### src/rtl/run_ctrl_pkg.sv
`default_nettype none
// ============================================================================
// Module      : run_ctrl_pkg
// Description : Shared types and widths for the run/step control block.
// Revision    : 1.0 - initial release
// ============================================================================
package run_ctrl_pkg;

    // Width of the switch data path to the CPU.
    localparam int IN_W = 5;
    // Width of the CPU program counter.
    localparam int PC_W = 32;

    // Controller states; the codes are shown directly on the check LEDs.
    typedef enum logic [1:0] {
        ST_IDLE    = 2'b00,
        ST_RUN     = 2'b01,
        ST_WAIT_IN = 2'b10,
        ST_HALT    = 2'b11
    } state_t;

endpackage
`default_nettype wire

### src/rtl/run_ctrl_btn_edge.sv
`default_nettype none
// ============================================================================
// Module      : btn_edge
// Description : N-stage synchronizer followed by a rising-edge detector that
//               emits one single-cycle pulse per button press. A button that
//               is already held when reset is released produces no pulse; it
//               must be seen low first.
// Revision    : 1.0 - initial release
// ============================================================================
module btn_edge
    import run_ctrl_pkg::*;
#(
    parameter int SYNC_STAGES = 2
) (
    input  logic clk,
    input  logic rst_n,
    input  logic btn,
    output logic pulse
);

    logic [SYNC_STAGES-1:0] r_sync;
    logic [SYNC_STAGES-1:0] r_fill;
    logic                   r_prev;
    logic                   r_armed;
    logic                   w_level;

    assign w_level = r_sync[SYNC_STAGES-1];

    // Shift the button through the synchronizer; r_fill marks when the reset
    // zeros have been flushed so the output reflects a real sample.
    always_ff @(posedge clk or negedge rst_n) begin
        if (!rst_n) begin
            r_sync  <= '0;
            r_fill  <= '0;
            r_prev  <= 1'b0;
            r_armed <= 1'b0;
        end else begin
            r_sync[0] <= btn;
            r_fill[0] <= 1'b1;
            for (int i = 1; i < SYNC_STAGES; i++) begin
                r_sync[i] <= r_sync[i-1];
                r_fill[i] <= r_fill[i-1];
            end
            r_prev <= w_level;
            if (r_fill[SYNC_STAGES-1] && !w_level) begin
                r_armed <= 1'b1;
            end
        end
    end

    assign pulse = w_level & ~r_prev & r_armed;

endmodule
`default_nettype wire

### src/rtl/run_ctrl.sv
`default_nettype none
// ============================================================================
// Module      : run_ctrl
// Description : Run/step/input-handshake controller generating the CPU clock
//               enable. Optional breakpoint support is compiled in with the
//               macro RUN_CTRL_BREAKPOINT_EN.
// Revision    : 1.0 - initial release
// ============================================================================
module run_ctrl
    import run_ctrl_pkg::*;
#(
    parameter int SYNC_STAGES = 2,
    parameter int CNT_W       = 16
) (
    input  logic             clk,
    input  logic             rst_n,
    input  logic             run,
    input  logic             step,
    input  logic             valid,
    input  logic [IN_W-1:0]  in_sw,
    input  logic             cpu_in_req,
    input  logic             cpu_halt,
    input  logic [PC_W-1:0]  cpu_pc,
    input  logic [PC_W-1:0]  bp_addr,
    output logic             cpu_en,
    output logic [IN_W-1:0]  in_data,
    output logic             in_ack,
    output logic [1:0]       state,
    output logic [CNT_W-1:0] cycle_cnt
);

    state_t                 r_state;
    state_t                 w_next;
    logic [SYNC_STAGES-1:0] r_run_sync;
    logic                   w_run_s;
    logic                   w_step_p;
    logic                   w_valid_p;
    logic                   r_ack_pend;
    logic                   w_load;
    logic [IN_W-1:0]        r_in_data;
    logic [CNT_W-1:0]       r_cycle_cnt;
    logic                   w_cpu_en;
    logic                   w_in_ack;
    logic                   w_bp_match;
    logic                   w_bp_hit;
    logic                   w_hold;

    btn_edge #(.SYNC_STAGES(SYNC_STAGES)) u_step_edge (
        .clk   (clk),
        .rst_n (rst_n),
        .btn   (step),
        .pulse (w_step_p)
    );

    btn_edge #(.SYNC_STAGES(SYNC_STAGES)) u_valid_edge (
        .clk   (clk),
        .rst_n (rst_n),
        .btn   (valid),
        .pulse (w_valid_p)
    );

    // Run is a level switch: synchronize only, no edge detection.
    always_ff @(posedge clk or negedge rst_n) begin
        if (!rst_n) begin
            r_run_sync <= '0;
        end else begin
            r_run_sync[0] <= run;
            for (int i = 1; i < SYNC_STAGES; i++) begin
                r_run_sync[i] <= r_run_sync[i-1];
            end
        end
    end

    assign w_run_s = r_run_sync[SYNC_STAGES-1];

`ifdef RUN_CTRL_BREAKPOINT_EN
    logic r_hold;

    assign w_bp_match = (cpu_pc == bp_addr);
    assign w_hold     = r_hold;

    // Breakpoint hold: set on a hit, released once the run switch is off.
    always_ff @(posedge clk or negedge rst_n) begin
        if (!rst_n) begin
            r_hold <= 1'b0;
        end else if (w_bp_hit) begin
            r_hold <= 1'b1;
        end else if (!w_run_s) begin
            r_hold <= 1'b0;
        end
    end
`else
    logic w_unused_bp;

    assign w_unused_bp = ^{cpu_pc, bp_addr, w_bp_hit};
    assign w_bp_match  = 1'b0;
    assign w_hold      = 1'b0;
`endif

    // Next state and enable, evaluated in priority order: halt, input
    // request, breakpoint, then run/step. The ack cycle in WAIT_IN ignores
    // cpu_in_req because the CPU consumes in_data in exactly that cycle.
    always_comb begin
        w_next   = r_state;
        w_cpu_en = 1'b0;
        w_in_ack = 1'b0;
        w_bp_hit = 1'b0;
        if (r_state == ST_HALT) begin
            w_next = ST_HALT;
        end else if (cpu_halt) begin
            w_next = ST_HALT;
        end else if (r_state == ST_WAIT_IN) begin
            if (r_ack_pend) begin
                w_cpu_en = 1'b1;
                w_in_ack = 1'b1;
                w_next   = w_run_s ? ST_RUN : ST_IDLE;
            end
        end else if (cpu_in_req) begin
            w_next = ST_WAIT_IN;
        end else if (r_state == ST_RUN) begin
            if (w_bp_match) begin
                w_bp_hit = 1'b1;
                w_next   = ST_IDLE;
            end else if (w_run_s) begin
                w_cpu_en = 1'b1;
            end else begin
                w_next = ST_IDLE;
            end
        end else begin
            w_cpu_en = w_step_p;
            if (w_run_s && !w_hold) begin
                w_next = ST_RUN;
            end
        end
    end

    // A valid press only counts while waiting for input and no ack is queued.
    assign w_load = (r_state == ST_WAIT_IN) && !r_ack_pend && w_valid_p && !cpu_halt;

    // State register.
    always_ff @(posedge clk or negedge rst_n) begin
        if (!rst_n) begin
            r_state <= ST_IDLE;
        end else begin
            r_state <= w_next;
        end
    end

    // Input latch and the one-cycle-deferred acknowledge.
    always_ff @(posedge clk or negedge rst_n) begin
        if (!rst_n) begin
            r_in_data  <= '0;
            r_ack_pend <= 1'b0;
        end else begin
            r_ack_pend <= w_load;
            if (w_load) begin
                r_in_data <= in_sw;
            end
        end
    end

    // Saturating count of enabled CPU cycles.
    always_ff @(posedge clk or negedge rst_n) begin
        if (!rst_n) begin
            r_cycle_cnt <= '0;
        end else if (w_cpu_en && (r_cycle_cnt != {CNT_W{1'b1}})) begin
            r_cycle_cnt <= r_cycle_cnt + 1'b1;
        end
    end

    assign cpu_en    = w_cpu_en;
    assign in_ack    = w_in_ack;
    assign in_data   = r_in_data;
    assign state     = r_state;
    assign cycle_cnt = r_cycle_cnt;

endmodule
`default_nettype wire

### config.mk
export PLATFORM = sky130hd
export DESIGN_NAME = run_ctrl
export DESIGN_NICKNAME = d
export VERILOG_FILES = /design/src/rtl/run_ctrl_pkg.sv /design/src/rtl/run_ctrl_btn_edge.sv /design/src/rtl/run_ctrl.sv
export SDC_FILE = /design/constraint.sdc
export NUM_CORES = 1
export LEC_CHECK = 0
export CELL_PAD_IN_SITES_DETAIL_PLACEMENT = 1
export CELL_PAD_IN_SITES_GLOBAL_PLACEMENT = 2
export CORE_UTILIZATION = 23
export CTS_CLUSTER_DIAMETER = 100
export DETAILED_ROUTE_END_ITERATION = 6
export PLACE_DENSITY = 0.9
export SYNTH_ARGS = -nofsm -noshare
export SYNTH_HDL_FRONTEND = slang
export SYNTH_HIERARCHICAL = 1
export SYNTH_SLANG_ARGS = --single-unit
### constraint.sdc
create_clock -name clk -period 2.2 [get_ports clk]
set_input_delay 0.44 -clock clk [delete_from_list [all_inputs] [get_ports clk]]
set_output_delay 0.44 -clock clk [all_outputs]
set_load 0.02 [all_outputs]
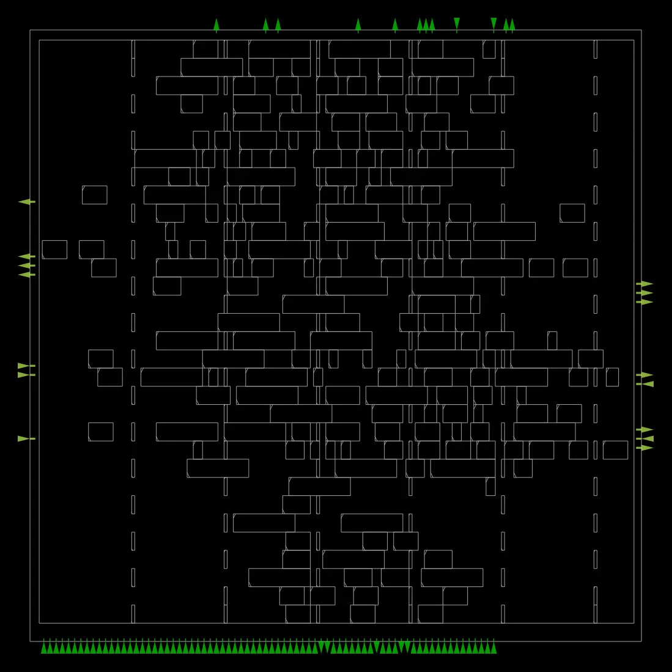
*Cell outlines without signal wires, run 1*
sequential cell area share: 0.367
Placeable Area: 7730 um2
Tap Count: 102

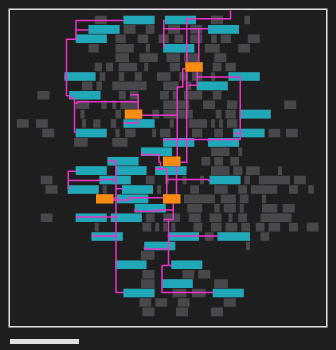
*Routed clock nets over the placement, run 1*
Scale bar: 20 um.
[cells driving clock nets] orange | count: 5
[clock wires] magenta | length: 537 um
[flip-flops] cyan | count: 38
routed clock nets	6
clock share of power: 0.394
clk pwr: 504 uW
Worst Skew: 0.00877 ns
worst skew pair latency: 0.29 ns

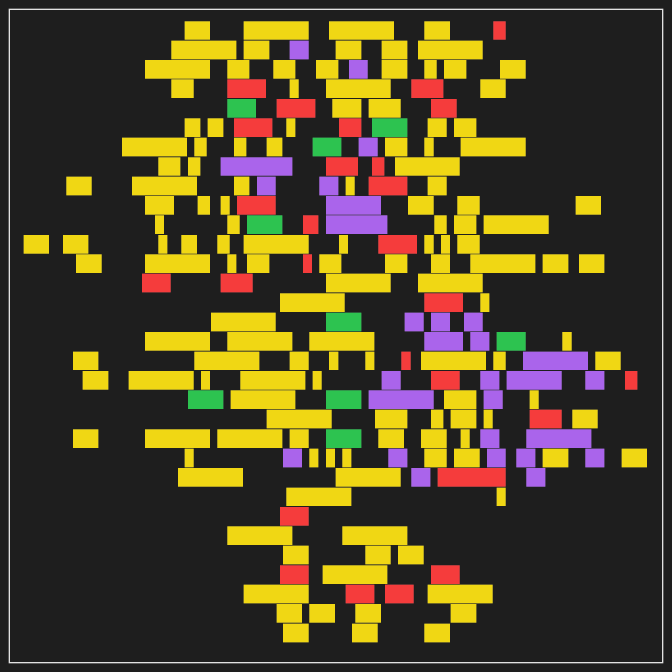
*Cell sizes after repair, run 1*
size	colour	cells
drive 2	red	27
drive 6 and up	green	9
drive 1 or less	yellow	139
drive 3 to 4	purple	29
Non-clk bufs: 58
Setup WS post-layout: 0.0552 ns

==> flow_metrics.env, run 1 <==
# flow metrics
export IMPL_outcome="finished clean"
export IMPL_drv_cap=0
export IMPL_most_common_cell="dfrtp_1"
export IMPL_cts_inserted_buffers=5
export IMPL_fin_tns_setup_ns=0
export IMPL_area_growth_pct=41.5
export IMPL_yosys_warnings=6
export IMPL_track_usage=0.105
export IMPL_cts_path_max_buffers=2
export IMPL_cts_htree_levels=2
export IMPL_ys_ff=38
export IMPL_pwr_share_comb=0.045
export IMPL_worst_setup_path_end_kind="output port"
export IMPL_num_vias=1311
export IMPL_synthTopCellsByCount="dfrtp_1 (38), xor2_1 (11), inv_1 (10)"
export IMPL_syn_inst=142
export IMPL_dr_pass1_iters=4
export IMPL_grt_pass1_vias=1371
export IMPL_grt_pass1_wl_um=6870
export IMPL_rsz0062_at_grt="true"
export IMPL_clk_pin_slew_ns=0.08
export IMPL_viasPerCell=4.28
export IMPL_largest_area_cell="dfrtp_1"
export IMPL_post_route_min_period_ns=2.14
export IMPL_antenna_found_initial=0
export IMPL_crit_path_max_fanout=5
export IMPL_critical_path_class="flip-flop to output port"
export IMPL_syn_nets=224
export IMPL_ys_cells=142
export IMPL_diodes=0
export IMPL_syn_avg_cell_area_um2=12.9
export IMPL_fp_util=0.237
export IMPL_lay_top_count="dfrtp_1"
export IMPL_fmax_mhz=466
export IMPL_gp_congestion=0.780
export IMPL_netlist_area_leader_share=0.519
export IMPL_wire_per_inst_um=13.1
export IMPL_final_area_um2=2590
export IMPL_place_area_um2=2420
export IMPL_hpwl_um=2950
export IMPL_swShare=0.224
export IMPL_vdd_ir_drop_max_mv=0.236
export IMPL_seqPwrFrac=0.561
-- run 1: layout make-up --
type                            count  area (um2)
Clock buffer                        6        82.6
Clock inverter                      2        12.5
Fill cell                         844        5130
Inverter                           11        41.3
Multi-Input combinational cell     89         853
Sequential cell                    38         952
Tap cell                          102         128
Timing Repair Buffer               58         524
-- run 1: critical path: stages, from the launching register on --
cell and delay (ns):
dfrtp_2 0.46, ha_4 0.18, mux2_4 0.31, a31oi_4 0.24
inv_1 0.09, buf_6 0.14
-- run 1: worst paths after layout --
check / start / end
max in group asynchronous: rst_n / r_run_sync[1]$_DFF_PN0_
worst min register to register: r_run_sync[0]$_DFF_PN0_ / r_run_sync[1]$_DFF_PN0_
worst max register to register: state[0]$_DFFE_PN0P_ / cycle_cnt[12]$_DFFE_PN0P_
min in group clk: r_run_sync[0]$_DFF_PN0_ / r_run_sync[1]$_DFF_PN0_
worst max-delay path: state[0]$_DFFE_PN0P_ / cpu_en
worst min-delay path: rst_n / cycle_cnt[3]$_DFFE_PN0P_
-- run 1: stage by stage --
| stage | util | hold WS, ns | std cells | setup WS (ns) |
|---|---|---|---|---|
| 2_1_floorplan | - | 0.144 | 142 | 0.00947 |
| 3_3_place_gp | 0.313 | 0.331 | 294 | -0.281 |
| 3_5_place_dp | 0.313 | 0.336 | 294 | -0.274 |
| 4_1_cts | 0.327 | 0.100 | 302 | 0.00469 |
| 5_1_grt | 0.336 | 0.120 | 306 | -0.0154 |
| 6_report | 0.336 | 0.0884 | 306 | 0.0552 |
-- run 1: cell families (layout without fill, tap and decap cells) --
family | count (synthesis) | in the layout | share of synthesized area
AOI/OAI and AO/OA | 18 | 18 | 0.122
other | 2 | 2 | 0.00410
muxes | 12 | 12 | 0.0744
DFF | 38 | 38 | 0.519
adders and majority gates | 6 | 6 | 0.0410
xor gates and xnor gates | 13 | 13 | 0.0621
buffers and inverters | 15 | 77 | 0.0396
and+or+nand+nor | 38 | 38 | 0.138
-- run 1: power by group through the flow --
stage	registers (uW)	clock network, uW	logic [uW]
after global placement	731	0	58.4
after floorplan	734	0	9.67
after CTS	718	532	60.4
after detailed placement	732	0	60.2
after global routing	720	543	66.0
final	718	504	58.3
-- run 1: layer usage --
metal	GRT usage	vias up	wire (um)
li1	-	628	-
met1	0.146	656	1980
met2	0.154	22	1840
met3	0.0251	5	106
met4	0.0437	0	64
met5	0	-	0
-- run 1: flip-flops by register name, summed over array words and instances, names as in the netlist, 2 cells and up --
register,flops
u_step_edge/r_sync,2
u_valid_edge/r_fill,2
state,2
in_data,5
u_step_edge/r_fill,2
r_run_sync,2
cycle_cnt,16
u_valid_edge/r_sync,2
-- run 1: repair_timing --
action	4_1_cts	5_1_grt
pin swaps	2	2
endpoints found under the setup margin	3	3
setup buffers	0	4
hold buffers	0	0
resized	11	10
cloned	0	0
## Run 2: what changed since run 1
CELL_PAD_IN_SITES_DETAIL_PLACEMENT = unset   (was 1)
CELL_PAD_IN_SITES_GLOBAL_PLACEMENT = unset   (was 2)
CORE_UTILIZATION = 39   (was 23)
PLACE_DENSITY = 0.92   (was 0.9)
==> run 2 against run 1 <==
The run now ends with DRC left. Clock skew down 0.0023 ns. Via count decreased by 3.5%. First-iteration DRC count rose by 100%. Worst hold slack gained 0.15 ns. Register-to-register slack got worse by 0.02 ns. Global-route usage increased by 5.4 points. Critical path depth is 1 higher. Fmax is 0.36% higher. Clock power down 12%. Final cell count shrank 21%. Sequential share of layout area up 3.3 points. Synthesized area unchanged. Critical endpoint is now cycle_cnt[12]$_DFFE_PN0P_. Largest cell class unchanged. Highest routed layer unchanged.
==> flow_metrics.env, run 2 <==
# flow metrics
export IMPL_coreArea_um2=4440
export IMPL_synth_simple_area_share=0.138
export IMPL_gp_congestion=0.821
export IMPL_yosys_warnings=6
export IMPL_lay_top_count="dfrtp_1"
export IMPL_ys_ff=38
export IMPL_cts_path_max_buffers=2
export IMPL_hold_buffers=0
export IMPL_skew_ns=0.00652
export IMPL_grt_pass1_vias=1289
export IMPL_drc_errors=7
export IMPL_clk_pin_slew_ns=0.07
export IMPL_regToRegEndpoint="cycle_cnt[12]$_DFFE_PN0P_"
export IMPL_cts_inserted_buffers=5
export IMPL_crit_path_max_fanout=15
export IMPL_failed_checks="DRC"
export IMPL_critPathSlowestCell="dfrtp_2"
export IMPL_outcome="complete, but fails checks"
export IMPL_hpwl_um=2520
export IMPL_cp_slowest_stage_delay_ns=0.45
run 2: cell count changes in the layout (fill, tap and decap cells not counted), sizes merged:
cell,delta
buf,-13
dlygate4sd2,+1
clkbuf,-1
clkinv,+1
clkinvlp,-1
run 2: where the power goes:
group          switching, uW  leakage [uW]  internal [uW]
clock network            233     0.0000438            213
logic                   26.3      0.000537           28.2
registers               6.97      0.000471            712
total                    266       0.00105            953
run 2: kinds of logic (layout without fill, tap and decap cells):
family | Yosys count | in the layout
flops | 38 | 38
simple gates | 38 | 38
compound gates | 18 | 18
buf+inv | 15 | 64
xor+xnor | 13 | 13
mux | 12 | 12
fa+ha+maj | 6 | 6
other cells | 2 | 2
run 2: final cells by class:
type,instances,area share
inverters,11,0.0174
repair buffers,46,0.178
well taps,52,0.0273
flip-flops and latches,38,0.400
clock inverters,2,0.00421
clock buffers,5,0.0289
multi-input cells,89,0.344
run 2: per-stage QoR:
stage | hold WS, ns | std cells | setup WS, ns | utilization | cell area, um2
2_1_floorplan | 0.144 | 142 | 0.00947 | - | 1830
3_3_place_gp | 0.332 | 235 | -0.201 | 0.515 | 2290
3_5_place_dp | 0.342 | 235 | -0.184 | 0.515 | 2290
4_1_cts | 0.282 | 242 | 0.0234 | 0.532 | 2360
5_1_grt | 0.315 | 243 | -0.0303 | 0.535 | 2380
6_report | 0.242 | 243 | 0.0629 | 0.535 | 2380
run 2: routing by layer:
metal / GRT usage / vias to the layer above / wire length (um)
met5: 0 / - / 0
met4: 0.0756 / 0 / 108
met3: 0.0541 / 10 / 215
met2: 0.245 / 40 / 1650
met1: 0.201 / 614 / 1570
li1: - / 601 / -
run 2: how the worst max path moves through the flow:
stage | startpoint | endpoint | depth (start not counted)
global placement | cpu_halt | cpu_en | 5
detailed placement | cpu_halt | cpu_en | 5
global route | state[0]$_DFFE_PN0P_ | cycle_cnt[12]$_DFFE_PN0P_ | 6
CTS | state[0]$_DFFE_PN0P_ | cycle_cnt[12]$_DFFE_PN0P_ | 6
floorplan | state[0]$_DFFE_PN0P_ | cpu_en | 6
finish | state[0]$_DFFE_PN0P_ | cycle_cnt[12]$_DFFE_PN0P_ | 6
run 2: what timing repair did:
item                       in CTS  in global routing
setup buffers                   0                  1
setup endpoints to repair       2                  2
gates resized                   6                  3
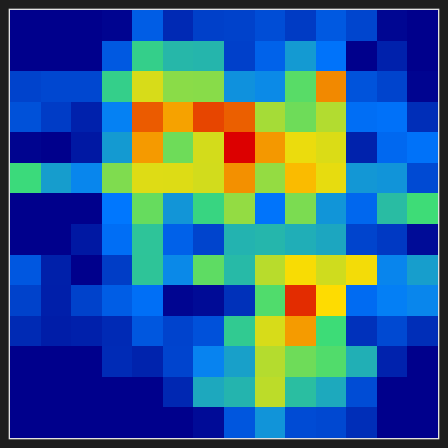
*Routed metal per tile, run 2*
14 x 14 tiles, from dark blue (low) to red (high), scaled to the fullest tile. Values are wire area over tile area, all layers added.
emptiest ninth of the die	south-west
tiles over half the peak	24%
mean over tiles	0.12
routed vias: 1265
Wirelength per Cell: 14.6 um
overall routing resource usage: 0.159
routed wire length: 3540 um

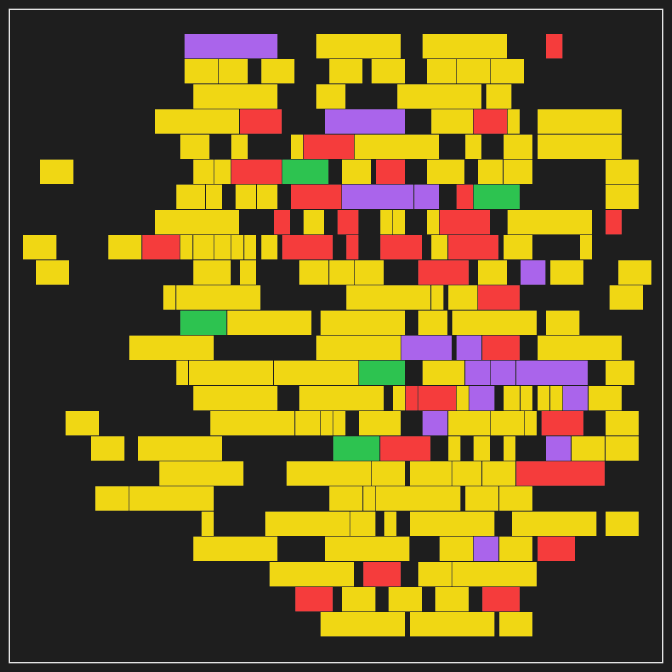
*Cell sizes after repair, run 2*
size	colour	cells
drive 3 to 4	purple	15
drive 6 and up	green	5
drive 2	red	29
drive 1 or less	yellow	142
Setup WS post-layout: 0.0629 ns
area grow syn2layout: 29.8%

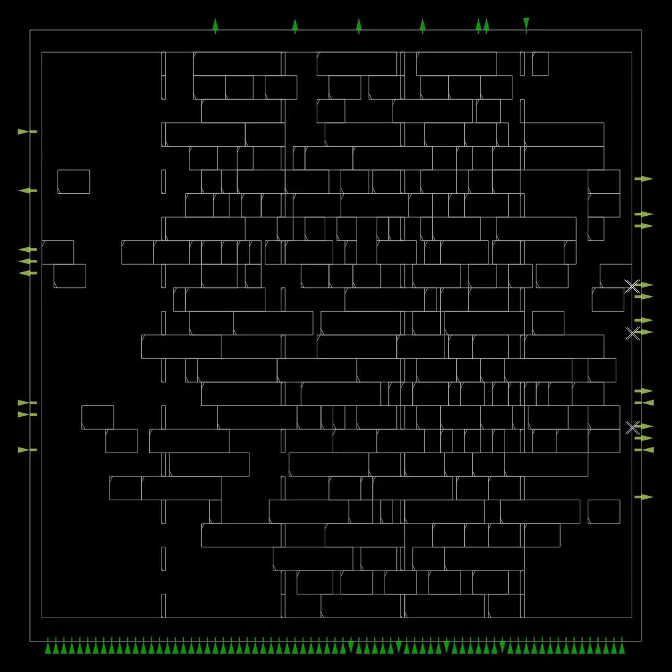
*Cell outlines without signal wires, run 2*
Fillers: 388
flip-flops: 38
fin util: 0.535

Power is estimated from default activity; no workload was simulated.
